===== src/rtl/mash_pkg.sv =====
// mash_pkg: shared constants and the order type for the MASH modulator
package mash_pkg;
  localparam int OUT_WIDTH = 4;
  localparam logic [15:0] LFSR_SEED = 16'hACE1;
  localparam logic [15:0] LFSR_TAPS = 16'hB400;
  typedef enum logic [1:0] {ORDER_1 = 2'd1, ORDER_2 = 2'd2, ORDER_3 = 2'd3} order_t;
endpackage


===== src/rtl/mash_lfsr.sv =====
// mash_lfsr: 16-bit Galois LFSR dither source, advances on request
module mash_lfsr
  import mash_pkg::*;
(
  input  logic clk,
  input  logic rst,
  input  logic adv,
  output logic q
);
  logic [15:0] lfsr;
  always_ff @(posedge clk or posedge rst)
    if (rst) lfsr <= LFSR_SEED;
    else if (adv) lfsr <= (lfsr >> 1) ^ (lfsr[0] ? LFSR_TAPS : 16'h0000);
  assign q = lfsr[0];
endmodule


===== src/rtl/axis_mash.sv =====
// axis_mash: MASH 1-1-1 sigma-delta modulator with AXI-stream in/out
module axis_mash
  import mash_pkg::*;
#(
  parameter int WIDTH = 16,
  parameter int ORDER = 3
) (
  input  logic                 aclk,
  input  logic                 arst,
  input  logic [WIDTH-1:0]     s_axis_data_tdata,
  input  logic                 s_axis_data_tvalid,
  output logic                 s_axis_data_tready,
  output logic [OUT_WIDTH-1:0] m_axis_data_tdata,
  output logic                 m_axis_data_tvalid,
  input  logic                 m_axis_data_tready,
  input  logic [1:0]           order_sel,
  input  logic                 dither_enable
);
  localparam order_t ORD_MAX = order_t'(ORDER);
  order_t ord, ord_sel;
  logic up, change, acc, lfsr_bit, act2, act3, c2, c3, c2p, c3p, c3pp;
  logic [WIDTH-1:0] e1, e2, e3;
  logic [WIDTH:0] s1, s2, s3;
  logic [OUT_WIDTH-1:0] y;
  assign ord_sel = (order_sel == 2'd0 || order_sel > ORD_MAX) ? ORD_MAX : order_t'(order_sel);
  assign change = ord_sel != ord;
  assign s_axis_data_tready = up && !change && (!m_axis_data_tvalid || m_axis_data_tready);
  assign acc = s_axis_data_tvalid && s_axis_data_tready;
  mash_lfsr u_lfsr (.clk(aclk), .rst(arst), .adv(acc), .q(lfsr_bit));
  assign act2 = ord >= ORDER_2;
  assign act3 = ord >= ORDER_3;
  // each stage integrates the freshly updated residue of the one below
  assign s1 = {1'b0, e1} + {1'b0, s_axis_data_tdata} + (WIDTH+1)'(dither_enable & lfsr_bit);
  assign s2 = {1'b0, e2} + {1'b0, s1[WIDTH-1:0]};
  assign s3 = {1'b0, e3} + {1'b0, s2[WIDTH-1:0]};
  assign c2 = act2 & s2[WIDTH];
  assign c3 = act3 & s3[WIDTH];
  // modular 4-bit sum is exact: the result always fits -3..4
  assign y = OUT_WIDTH'(s1[WIDTH]) + OUT_WIDTH'(c2) - OUT_WIDTH'(c2p)
           + OUT_WIDTH'(c3) - OUT_WIDTH'({c3p, 1'b0}) + OUT_WIDTH'(c3pp);
  always_ff @(posedge aclk or posedge arst)
    if (arst) begin
      up <= 1'b0;
      ord <= ORD_MAX;
      e1 <= '0;
      e2 <= '0;
      e3 <= '0;
      c2p <= 1'b0;
      c3p <= 1'b0;
      c3pp <= 1'b0;
    end else begin
      up <= 1'b1;
      if (change) begin
        ord <= ord_sel;
        e1 <= '0;
        e2 <= '0;
        e3 <= '0;
        c2p <= 1'b0;
        c3p <= 1'b0;
        c3pp <= 1'b0;
      end else if (acc) begin
        e1 <= s1[WIDTH-1:0];
        e2 <= act2 ? s2[WIDTH-1:0] : '0;
        e3 <= act3 ? s3[WIDTH-1:0] : '0;
        c2p <= c2;
        c3p <= c3;
        c3pp <= c3p;
      end
    end
  always_ff @(posedge aclk or posedge arst)
    if (arst) begin
      m_axis_data_tdata <= '0;
      m_axis_data_tvalid <= 1'b0;
    end else if (acc) begin
      m_axis_data_tdata <= y;
      m_axis_data_tvalid <= 1'b1;
    end else if (m_axis_data_tready) begin
      m_axis_data_tvalid <= 1'b0;
    end
endmodule


===== config.mk =====
export PLATFORM = sky130hd
export DESIGN_NAME = axis_mash
export DESIGN_NICKNAME = d
export VERILOG_FILES = /design/src/rtl/mash_pkg.sv /design/src/rtl/mash_lfsr.sv /design/src/rtl/axis_mash.sv
export SDC_FILE = /design/constraint.sdc
export NUM_CORES = 1
export LEC_CHECK = 0
export CAP_MARGIN = 15
export CORE_MARGIN = 5
export CORE_UTILIZATION = 33
export DETAILED_ROUTE_END_ITERATION = 7
export SLEW_MARGIN = 20
export SYNTH_ARGS = -nofsm -noshare
export SYNTH_HDL_FRONTEND = slang
export SYNTH_SLANG_ARGS = --single-unit

===== constraint.sdc =====
create_clock -name aclk -period 5.6 [get_ports aclk]
set_input_delay 0.56 -clock aclk [delete_from_list [all_inputs] [get_ports aclk]]
set_output_delay 0.56 -clock aclk [all_outputs]
set_load 0.01 [all_outputs]

### Selected gate families

The bar under the picture is 50 um long.
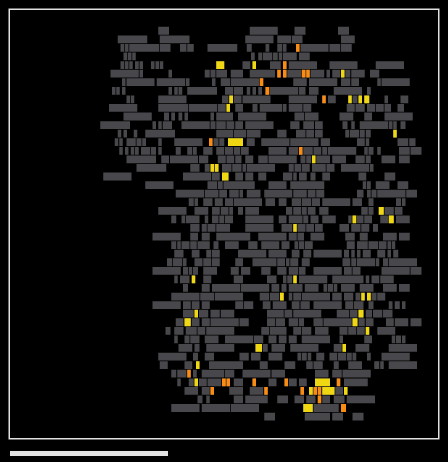
[orange] inverters | cells: 24 | most used: inv_1
[yellow] NOR gates | cells: 37 | most used: nor2_1
most numerous logic cell after layout: nand2_1
Comb/total area: 0.492
Finished Layout Cells: 893

### Cells coloured by class

The bar under the picture is 50 um long. Fill, decap, tap and diode cells in grey.
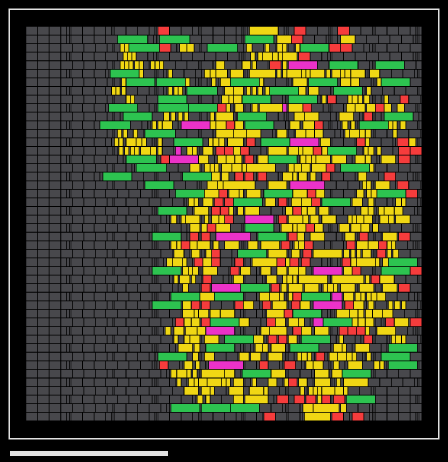
[yellow] all other logic | cells: 475 | share of their area: 53%
[magenta] clock drivers and dummy loads | cells: 16 | share of their area: 5.2%
[green] flops | cells: 75 | share of their area: 29%
[red] other buffers and delay cells | cells: 111 | share of their area: 14%

### Cell outlines without signal wires

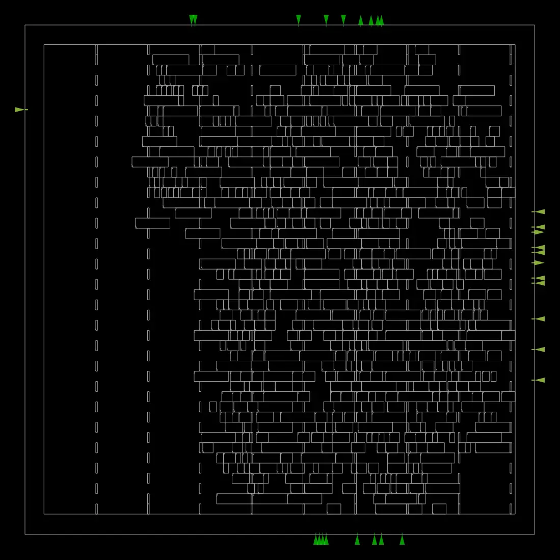
FILL cells: 1,471
flip-flops: 75

## through the flow
step / utilization / total power [uW]
finish: 0.437 / 2040
global route: 0.437 / 2150
CTS: 0.427 / 2020
global placement: 0.395 / 1270
floorplan: - / 1020
detailed placement: 0.395 / 1290
## worst max-delay path by stage
stage               slack (ps)  depth (start not counted)            startpoint                   end
global route              -100                         24        u_lfsr.lfsr[0]  m_axis_data_tdata[2]
finish                     140                         24        u_lfsr.lfsr[0]  m_axis_data_tdata[2]
global placement          -480                         26  s_axis_data_tdata[0]  m_axis_data_tdata[2]
CTS                         20                         26        u_lfsr.lfsr[0]  m_axis_data_tdata[2]
detailed placement        -700                         26  s_axis_data_tdata[0]  m_axis_data_tdata[2]
floorplan                   10                         26        u_lfsr.lfsr[0]  m_axis_data_tdata[2]
## power groups by stage
stage	sequential [uW]	combinational, uW	clock (uW)
6_report	595	774	676
5_1_grt	599	846	709
4_1_cts	594	731	691
3_5_place_dp	603	688	0
3_3_place_gp	601	669	0
2_1_floorplan	599	423	0
## logic make-up after synthesis
logic type,synth area share
AND/OR/NAND/NOR,0.156
flip-flops,0.362
XOR/XNOR,0.0705
buffers and inverters,0.0367
other,0.000718
AND-OR/OR-AND,0.222
adder cells (fa/ha/maj),0.152
## worst max-delay path, cell delays in order (launching register included)
cell and delay, ps:
dfstp_2 580, nand2_2 80, fa_2 370, fa_2 390, nor2b_4 170, o31ai_4 80, a21oi_2 200, a21oi_2 90
o21ai_1 160, or2_4 140, xor2_1 150, ha_1 290, buf_4 170, a21o_1 150, a21oi_1 130, o21ai_1 130
xor2_1 300, ha_2 340, and3_4 200, a2111oi_4 410, or3_4 200, fa_2 220, ha_4 130, xor2_1 130
o21ai_1 80
## layer usage
metal,vias to the layer above,global-route usage
met5,-,0
met4,0,0.0504
met3,17,0.0245
met2,61,0.261
met1,2172,0.182
li1,2214,-
## repair_timing
| action | 4_1_cts | 5_1_grt |
|---|---|---|
| setup endpoints to repair | 4 | 4 |
| hold buffers | 0 | 0 |
| pin swaps | 32 | 35 |
| gates resized | 27 | 26 |
| buffers inserted | 8 | 3 |
## cells in the final DEF (no fill, tap or decap), drive strengths merged, types with 5 or more instances in the layout
cell,Yosys,final
inv,24,24
a21o,17,17
dfstp,10,10
dfrtp,65,65
o21a,11,11
o21ai,35,35
nand3,7,7
clkbuf,12,10
xnor2,27,27
nand2b,8,8
xor2,15,15
ha,54,54
and3,5,5
clkdlybuf4s50,0,26
a31oi,7,7
fa,6,6
nor3,5,5
nand2,108,108
a22o,20,20
a211oi,9,9
buf,10,83
a21oi,41,41
nor2,25,25
nor2b,6,6
## state kept, by name (all words and copies together) (netlist names)
| register | count |
|---|---|
| u_lfsr.lfsr | 16 |
| m_axis_data_tdata | 4 |
| e2 | 16 |
| e1 | 16 |
| m_axis_data_tvalid | 1 |
| e3 | 16 |
| c3pp | 1 |
| c3p | 1 |
| up | 1 |
| c2p | 1 |
| ord | 2 |
==> results_slide.txt <==
Physical Implementation Snapshot

Final layout
  • Fin nets: 755
  • Logic area: 3380 um2
  • Largest cell class by area: logic gates
  • Inverters: 24
  • Register area: 1890 um2

Timing
  • Fin Hold WS: 457 ps
  • Fmax: 183 MHz
  • Final setup margin: 144 ps
  • Final setup fails: 0

Hold path
  • Hold path start: u_lfsr.lfsr[6]

Synth
  • Synth Seq Share: 0.362
  • #FFs+latches synth: 75
  • Cells after synthesis: 572
  • Cell Area, Synth: 5220 um2
  • Cell area leaders: dfrtp_1, ha_1, nand2_1, dfstp_2, xnor2_1
  • Main synth FF type: dfrtp_1
  • Largest area contributor in the netlist: dfrtp_1

Route
  • Uppermost layer routed: met4
  • Wire length on met1: 6.00 mm
  • Met3 wire length: 367 um
  • Drt total wl: 13.4 mm
  • Vias: 4,464

Floorplan
  • FP Core Util: 0.332
  • DIE AREA: 18,400 um2
  • Tap Count: 216
  • Die height: 136 um

CTS
  • Clk_lat worst skew: 340 ps
  • H-tree lvl count: 3

Worst setup path
  • Critical Path Sink Type: flop
  • Crit path DAT: 5640 ps
  • Startpoint Class: flop

Status
  • Outcome: finished clean

Placed design
  • Placed cell areas: 6210 um2
  • HPWL after detailed placement: 9.61 mm

Power and ir drop
  • Static Leakage: 0.00326 uW

Job
  • Maxcap violations: 0
Power is estimated from default activity; no workload was simulated.
